[config.mk]
export PLATFORM = sky130hd
export DESIGN_NAME = scara_step_driver
export DESIGN_NICKNAME = d
export VERILOG_FILES = /design/src/rtl/scara_step_driver.sv
export SDC_FILE = /design/constraint.sdc
export NUM_CORES = 1
export LEC_CHECK = 0
export CAP_MARGIN = 10
export CORE_AREA = 10 10 133 135
export CTS_CLUSTER_DIAMETER = 30
export DETAILED_ROUTE_END_ITERATION = 8
export DIE_AREA = 0 0 143 145
export GPL_ROUTABILITY_DRIVEN = 0
export PLACE_DENSITY = 0.65
export SYNTH_ARGS = -nofsm -noshare
export SYNTH_HDL_FRONTEND = slang
export SYNTH_SLANG_ARGS = --single-unit
export TNS_END_PERCENT = 10
[constraint.sdc]
create_clock -name clk -period 3.1 [get_ports clk]
set_clock_uncertainty 0.1 [all_clocks]
set_input_delay 0.31 -clock clk [delete_from_list [all_inputs] [get_ports clk]]
set_output_delay 0.31 -clock clk [all_outputs]
set_load 0.01 [all_outputs]
[src/rtl/scara_step_driver.sv]
// Step/direction pulse generator for the two SCARA joints: tracks absolute positions and
// walks both axes toward a latched target pair. Optional target clamping: SCARA_STEP_LIMIT_EN.
module scara_step_driver #(
  parameter int STEP_W    = 14,
  parameter int CLK_DIV   = 5000,
  parameter int PULSE_W   = 100,
  parameter int DIR_SETUP = 50
`ifdef SCARA_STEP_LIMIT_EN
  ,
  parameter int TH_MIN    = -4096,
  parameter int TH_MAX    = 4095
`endif
) (
  input  logic                     clk,
  input  logic                     reset_n,
  input  logic signed [STEP_W-1:0] th1_steps,
  input  logic signed [STEP_W-1:0] th2_steps,
  input  logic                     cmd_valid,
  output logic                     cmd_ready,
  input  logic                     enable,
  output logic                     th1_step,
  output logic                     th1_dir,
  output logic                     th2_step,
  output logic                     th2_dir,
  output logic signed [STEP_W-1:0] th1_pos,
  output logic signed [STEP_W-1:0] th2_pos,
  output logic                     busy,
  output logic                     done,
  output logic                     limit_err
);

  typedef enum logic [2:0] {
    IDLE    = 3'd0,
    DIR_SET = 3'd1,
    STEP_HI = 3'd2,
    STEP_LO = 3'd3,
    DONE    = 3'd4
  } state_t;

  localparam int CNT_W = $clog2(CLK_DIV + DIR_SETUP + 1);
  localparam logic [CNT_W-1:0] CNT_ZERO = {CNT_W{1'b0}};
  localparam logic [CNT_W-1:0] CNT_ONE  = CNT_W'(1);
  localparam logic [CNT_W-1:0] DIR_LAST = CNT_W'(DIR_SETUP - 1);
  localparam logic [CNT_W-1:0] HI_LAST  = CNT_W'(PULSE_W - 1);
  localparam logic [CNT_W-1:0] LO_LAST  = CNT_W'(CLK_DIV - PULSE_W - 1);
  localparam logic signed [STEP_W-1:0] POS_ONE  = STEP_W'(1);
  localparam logic signed [STEP_W-1:0] POS_ZERO = STEP_W'(0);

`ifdef SCARA_STEP_LIMIT_EN
  localparam logic signed [STEP_W-1:0] TH_MIN_S = STEP_W'(TH_MIN);
  localparam logic signed [STEP_W-1:0] TH_MAX_S = STEP_W'(TH_MAX);

  function automatic logic signed [STEP_W-1:0] clamp_target(input logic signed [STEP_W-1:0] t);
    if (t < TH_MIN_S) begin
      clamp_target = TH_MIN_S;
    end else if (t > TH_MAX_S) begin
      clamp_target = TH_MAX_S;
    end else begin
      clamp_target = t;
    end
  endfunction
`endif

  state_t                     state_r, state_s;
  logic [CNT_W-1:0]           cnt_r, cnt_s;
  logic signed [STEP_W-1:0]   pos1_r, pos2_r, pos1_s, pos2_s;
  logic signed [STEP_W-1:0]   tgt1_r, tgt2_r, tgt1_s, tgt2_s;
  logic signed [STEP_W-1:0]   cmd1_s, cmd2_s, nxt1_s, nxt2_s;
  logic                       dir1_r, dir2_r, dir1_s, dir2_s;
  logic                       step1_r, step2_r, step1_s, step2_s;
  logic                       busy_r, done_r, ready_r, lim_r, lim_s;
  logic                       clamp_s, fire_s, hi_end_s, adv1_s, adv2_s, at_tgt_s;

  // Condition the incoming target pair before it is latched.
  always_comb begin
`ifdef SCARA_STEP_LIMIT_EN
    cmd1_s  = clamp_target(th1_steps);
    cmd2_s  = clamp_target(th2_steps);
    clamp_s = (cmd1_s != th1_steps) || (cmd2_s != th2_steps);
`else
    cmd1_s  = th1_steps;
    cmd2_s  = th2_steps;
    clamp_s = 1'b0;
`endif
  end

  // Next-state and next-register logic; fire_s marks a step edge for every unfinished axis.
  always_comb begin
    state_s  = state_r;
    cnt_s    = cnt_r;
    tgt1_s   = tgt1_r;
    tgt2_s   = tgt2_r;
    dir1_s   = dir1_r;
    dir2_s   = dir2_r;
    lim_s    = lim_r;
    fire_s   = 1'b0;
    hi_end_s = 1'b0;
    adv1_s   = (pos1_r != tgt1_r);
    adv2_s   = (pos2_r != tgt2_r);
    at_tgt_s = !adv1_s && !adv2_s;
    nxt1_s   = dir1_r ? (pos1_r + POS_ONE) : (pos1_r - POS_ONE);
    nxt2_s   = dir2_r ? (pos2_r + POS_ONE) : (pos2_r - POS_ONE);
    case (state_r)
      IDLE: begin
        cnt_s = CNT_ZERO;
        if (cmd_valid) begin
          tgt1_s = cmd1_s;
          tgt2_s = cmd2_s;
          lim_s  = clamp_s;
          if (cmd1_s != pos1_r) begin
            dir1_s = (cmd1_s > pos1_r);
          end else begin
            dir1_s = dir1_r;
          end
          if (cmd2_s != pos2_r) begin
            dir2_s = (cmd2_s > pos2_r);
          end else begin
            dir2_s = dir2_r;
          end
          if ((cmd1_s == pos1_r) && (cmd2_s == pos2_r)) begin
            state_s = DONE;
          end else begin
            state_s = DIR_SET;
          end
        end else begin
          state_s = IDLE;
        end
      end
      DIR_SET: begin
        if (cnt_r == DIR_LAST) begin
          fire_s  = 1'b1;
          state_s = STEP_HI;
          cnt_s   = CNT_ZERO;
        end else begin
          cnt_s = cnt_r + CNT_ONE;
        end
      end
      STEP_HI: begin
        if (cnt_r == HI_LAST) begin
          hi_end_s = 1'b1;
          state_s  = STEP_LO;
          cnt_s    = CNT_ZERO;
        end else begin
          cnt_s = cnt_r + CNT_ONE;
        end
      end
      STEP_LO: begin
        // The counter parks on its last value while a pause holds the next pulse back.
        if (cnt_r == LO_LAST) begin
          if (at_tgt_s) begin
            state_s = DONE;
          end else if (enable) begin
            fire_s  = 1'b1;
            state_s = STEP_HI;
            cnt_s   = CNT_ZERO;
          end else begin
            cnt_s = cnt_r;
          end
        end else begin
          cnt_s = cnt_r + CNT_ONE;
        end
      end
      DONE: begin
        state_s = IDLE;
      end
      default: begin
        state_s = IDLE;
      end
    endcase
    pos1_s  = (fire_s && adv1_s) ? nxt1_s : pos1_r;
    pos2_s  = (fire_s && adv2_s) ? nxt2_s : pos2_r;
    step1_s = fire_s ? adv1_s : (hi_end_s ? 1'b0 : step1_r);
    step2_s = fire_s ? adv2_s : (hi_end_s ? 1'b0 : step2_r);
  end

  // State, position and registered output flops.
  always_ff @(posedge clk or negedge reset_n) begin
    if (!reset_n) begin
      state_r <= IDLE;
      cnt_r   <= CNT_ZERO;
      pos1_r  <= POS_ZERO;
      pos2_r  <= POS_ZERO;
      tgt1_r  <= POS_ZERO;
      tgt2_r  <= POS_ZERO;
      dir1_r  <= 1'b0;
      dir2_r  <= 1'b0;
      step1_r <= 1'b0;
      step2_r <= 1'b0;
      busy_r  <= 1'b0;
      done_r  <= 1'b0;
      ready_r <= 1'b1;
      lim_r   <= 1'b0;
    end else begin
      state_r <= state_s;
      cnt_r   <= cnt_s;
      pos1_r  <= pos1_s;
      pos2_r  <= pos2_s;
      tgt1_r  <= tgt1_s;
      tgt2_r  <= tgt2_s;
      dir1_r  <= dir1_s;
      dir2_r  <= dir2_s;
      step1_r <= step1_s;
      step2_r <= step2_s;
      busy_r  <= (state_s != IDLE);
      done_r  <= (state_s == DONE);
      ready_r <= (state_s == IDLE);
      lim_r   <= lim_s;
    end
  end

  assign cmd_ready = ready_r;
  assign th1_step  = step1_r;
  assign th2_step  = step2_r;
  assign th1_dir   = dir1_r;
  assign th2_dir   = dir2_r;
  assign th1_pos   = pos1_r;
  assign th2_pos   = pos2_r;
  assign busy      = busy_r;
  assign done      = done_r;
  assign limit_err = lim_r;

endmodule

**Clock network drawn from the DEF**

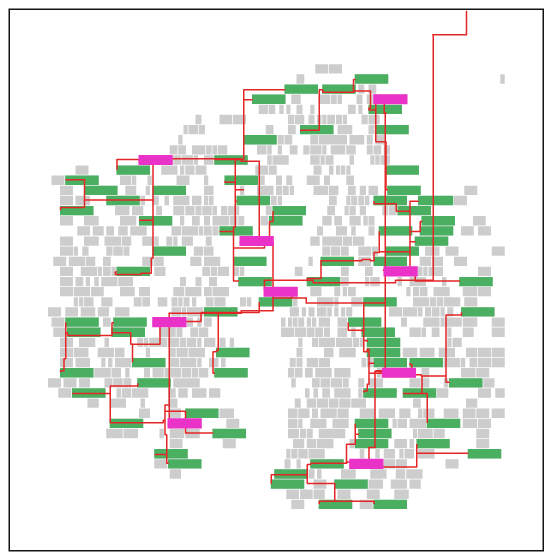
magenta -> clock-net drivers  # count 9
green -> flip-flops  # count 79
red -> clock wires  # length 1200 µm
routed clock nets = 10

**Track usage over the die**

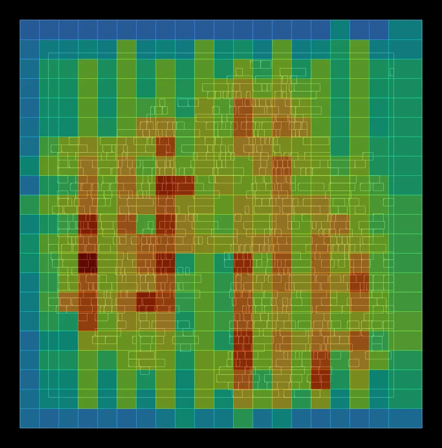
fraction of met1 tracks used by global routing: 17.89%
overall track demand over capacity in global routing: 13.90%
final standard cell utilization of the core: 44.44%
highest-utilization routing layer at the global route stage: met2
met2 layer usage reported by global route: 21.53%

==> results.cfg <==
; implementation run metrics
[floorplan]
die_area_um2 = 20740
floorplan.die.width_um = 143
fp-utilization_pct = 36.58
design.core.area_um2 = 15030
io-pin-count = 68
die_y_um = 145
floorplan.rows = 45

[drt]
final_antenna_net_count = 0
violation_count_after_the_first_detailed_routing_iteration = 277
detail_route.first_pass.iterations = 4
drt_drc_violations_left = 0
route.detailed.vias_per_inst = 5.378

[final_timing]
report.final.setup_viol = 0
report.final.hold_viol_count = 0
timing_worst_slew_pin_value_ns = 1.052
finalClockPeriodUsage_pct = 89.71
max_freq_mhz = 359.6
rsz0062_at_grt = no
period_minus_slack_ns = 2.781
headroom_to_the_max_slew_limit_pct = 29.87
final_max_slew_viol_count = 0
fin_tns_setup_ns = 0

[min_path]
min_path_type = in2async

[logic_synthesis]
netlist.top_cell.by_instances = sky130_fd_sc_hd__dfrtp_1
yosys.stat.chipArea_um2 = 5499
synth.top_cells.by_count = 78 x sky130_fd_sc_hd__dfrtp_1, 54 x sky130_fd_sc_hd__ha_1, 43 x sky130_fd_sc_hd__nand2_1
syn_area_per_cell_um2 = 9.497
synthTopCellsByArea = sky130_fd_sc_hd__dfrtp_1 35%, sky130_fd_sc_hd__ha_1 12%, sky130_fd_sc_hd__mux2_2 5.7%
postSynthCellCount = 579
post_synthesis_cell_type_count = 64
post_synth_edffs = 0
ys_cells = 579
yosys_most_used_dff = sky130_fd_sc_hd__dfrtp_1
synthesis_warning_total = 0
yosys.area.top_type_share_pct = 35.49
share_of_async_settable_or_async_resettable_flops_after_synthesis_pct = 100.0
synth_nets = 667
top_area_cell = sky130_fd_sc_hd__dfrtp_1
yosysSeqAreaShare_pct = 35.97
numSynthFlops = 79
post_synth_instance_area_um2 = 5499

[power_and_ir_drop]
seq_power_share_pct = 39.1
total_leakage_power_nw = 2.980
power.density_nw_per_um2 = 551.4
p_sw_mw = 1.272
comb_cell_power_mw = 1.26
irDropWorstVdd_mv = 0.2773
swShare_pct = 34.53
power_leader = sequential cells
clock_net_power_mw = 0.982
clock_power_share_pct = 26.7
internal-power_mw = 2.412
comb_power_share_pct = 34.3
p_seq_mw = 1.44

[clock_tree]
h-tree-depth = 3
cts.repair_timing.setup_buffer_count = 0
clk_path_buf_depth = 2
cts_repair_resizes = 0
root_buffer = sky130_fd_sc_hd__clkbuf_16
cts.reportedPaths.clkPinSlew_ns = 0.06
cts_hold_buf = 0
cts_buffer_count = 9
clock.latency.late_pin_ns = 0.35
cts.sinks = 79
tritoncts = built

[grt]
grt_first_pass_wirelength_um = 23430
grt_pass1_vias = 4647
grt_antenna_before_repair = 0
globalRoute.totalOverflow = 0
largest_net_degree_at_the_start_of_global_routing = 80

[worst_setup_path]
reg2reg_depth = 9
crit_path_max_incr_delay_ns = 0.52
timing.critical_path.fanout_max = 13
criticalPathCategory = reg2reg
cp_slowest_cell = sky130_fd_sc_hd__fa_1
crit_path_depth = 9
crit_top_cell = sky130_fd_sc_hd__a21o_1
worstSetupStartpointType = flop
crit_path_end_kind = flop
required_time_of_the_critical_path_ns = 3.24
critPathTopFamily = AND-OR/OR-AND gates
regToRegStartpoint = th2_dir
r2r-end = th2_pos[12]
critPathBufInv = 1
ff2ff_setup_slack_ns = 0.32
cp_cell_sequence = inv_1 > fa_1 > a21o_1 > a21o_1 > a21oi_1 > o21ai_0 > o41ai_1 > mux2i_1 > nand2_1
cp.arrival_ns = 2.92

[outcome]
outcome = finished, final reports clean

[job]
cap_violations = 0
openroad.warnings = 27

[layout]
antenna_cells = 0
final-instance-count-excl-fill = 846
syn2layout_area_growth_pct = 21.48
finalNetCount = 741
share_of_layout_cells_above_drive_strength_1_pct = 9.271

[placed_design]
dp.cells = 830
detailed_placement_wirelength_estimate_um = 10770
numPortBuffers = 66
**Routed metal, one color a layer**

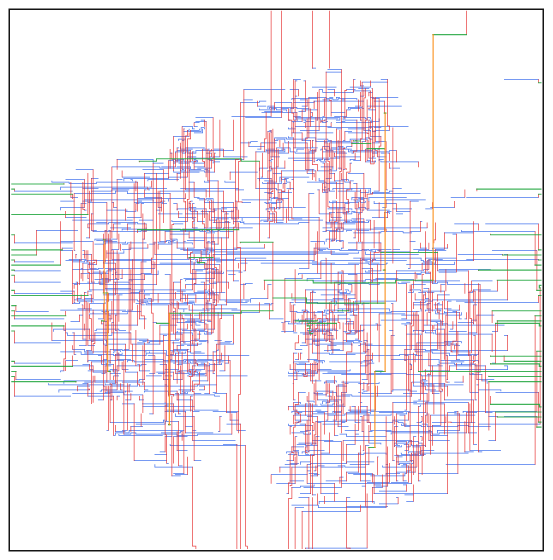
orange -> M4  # wire length 229 µm
red -> M2  # wire length 6390 µm
blue -> M1  # wire length 6670 µm
green -> M3  # wire length 684 µm
Total Wirelength: 13970 µm
overall via count from detail_route: 4550
detailed-route wire length per cell: 16.52 µm

**Placed cells, one color a class**

The bar under the picture is 50 µm long.
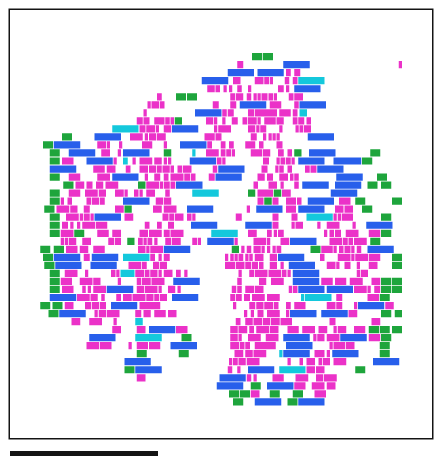
green -> remaining buffers and delay cells  # cells 76
magenta -> remaining logic cells  # cells 487
blue -> registers  # cells 79
cyan -> clock drivers and dummy loads  # cells 16

==> kinds of logic (layout without fill, tap and decap cells) <==
logic type | Yosys count | count (layout) | synth area share, %
simple gates | 177 | 177 | 17.09
flops | 79 | 79 | 35.97
fa+ha+maj | 56 | 56 | 13.01
compound gates | 127 | 127 | 14.81
other cells | 1 | 1 | 0.06819
mux | 36 | 36 | 7.281
xor+xnor | 49 | 49 | 7.804
buf+inv | 54 | 133 | 3.959
==> metal layers <==
layer  track usage, %  vias to the layer above  wire length, µm  part of all wire [%]
met5                0                        -                0                     0
met4            6.037                        0              228                   1.6
met3            3.357                       15              683                   4.9
met2            21.53                       95             6391                    46
met1            17.89                     2199             6670                    48
li1                 -                     2241                -                     -
==> registers in the layout, summed over array words and instances, names as in the netlist, 3 cells and up <==
| signal | count |
|---|---|
| tgt2_r | 14 |
| cnt_r | 13 |
| th2_pos | 14 |
| th1_pos | 14 |
| tgt1_r | 14 |
| state_r | 3 |
==> worst max path at each step <==
stage / start / end / slack (ns)
after floorplan: th2_dir / th2_pos[12] / 0.47
after global placement: th2_steps[13] / busy / 0.30
after detailed placement: th1_steps[13] / busy / 0.29
after CTS: th2_dir / th2_pos[12] / 0.30
after global routing: th2_dir / th2_pos[12] / 0.08
final: th2_dir / th2_pos[12] / 0.32
==> per-stage QoR <==
stage	total power, mW	hold slack (ns)	instance area (µm²)	setup WS [ns]
after floorplan	2.315	-0.08559	5499	0.4712
after global placement	2.660	0.3888	6410	0.2981
after detailed placement	2.723	0.3883	6410	0.2867
after CTS	3.730	0.08227	6680	0.3002
after global routing	3.952	0.1330	6680	0.08311
final	3.684	0.04680	6680	0.3191
==> cell type report <==
class / count / area (µm²)
Tap cell: 188 / 235.2
Timing Repair Buffer: 76 / 733.2
Multi-Input combinational cell: 446 / 3309
Sequential cell: 79 / 1978
Fill cell: 1425 / 8353
Clock buffer: 13 / 250.2
Inverter: 41 / 153.9
Clock inverter: 3 / 20.02
==> layout by cell type, fill, tap and decap left out, types with 6 or more instances in the layout <==
cell type,count
sky130_fd_sc_hd__dfrtp_1,78
sky130_fd_sc_hd__clkdlybuf4s50_1,65
sky130_fd_sc_hd__ha_1,54
sky130_fd_sc_hd__nand2_1,43
sky130_fd_sc_hd__inv_1,40
sky130_fd_sc_hd__xor2_1,35
sky130_fd_sc_hd__nor2_1,33
sky130_fd_sc_hd__o21ai_1,30
sky130_fd_sc_hd__mux2_2,28
sky130_fd_sc_hd__a21oi_1,21
sky130_fd_sc_hd__a21o_1,15
sky130_fd_sc_hd__nand3_1,15
sky130_fd_sc_hd__xnor2_1,14
sky130_fd_sc_hd__nor3_1,13
sky130_fd_sc_hd__and3_1,11
sky130_fd_sc_hd__o21ai_0,11
sky130_fd_sc_hd__buf_4,11
sky130_fd_sc_hd__nor4_1,10
sky130_fd_sc_hd__o31ai_1,9
sky130_fd_sc_hd__nand2b_1,9
sky130_fd_sc_hd__clkbuf_16,9
sky130_fd_sc_hd__nand4_1,8
sky130_fd_sc_hd__o21a_1,8
sky130_fd_sc_hd__a211oi_1,7
sky130_fd_sc_hd__nor2b_1,6
sky130_fd_sc_hd__or3_1,6
No activity file was given, so power comes from the tool's default toggle rates.
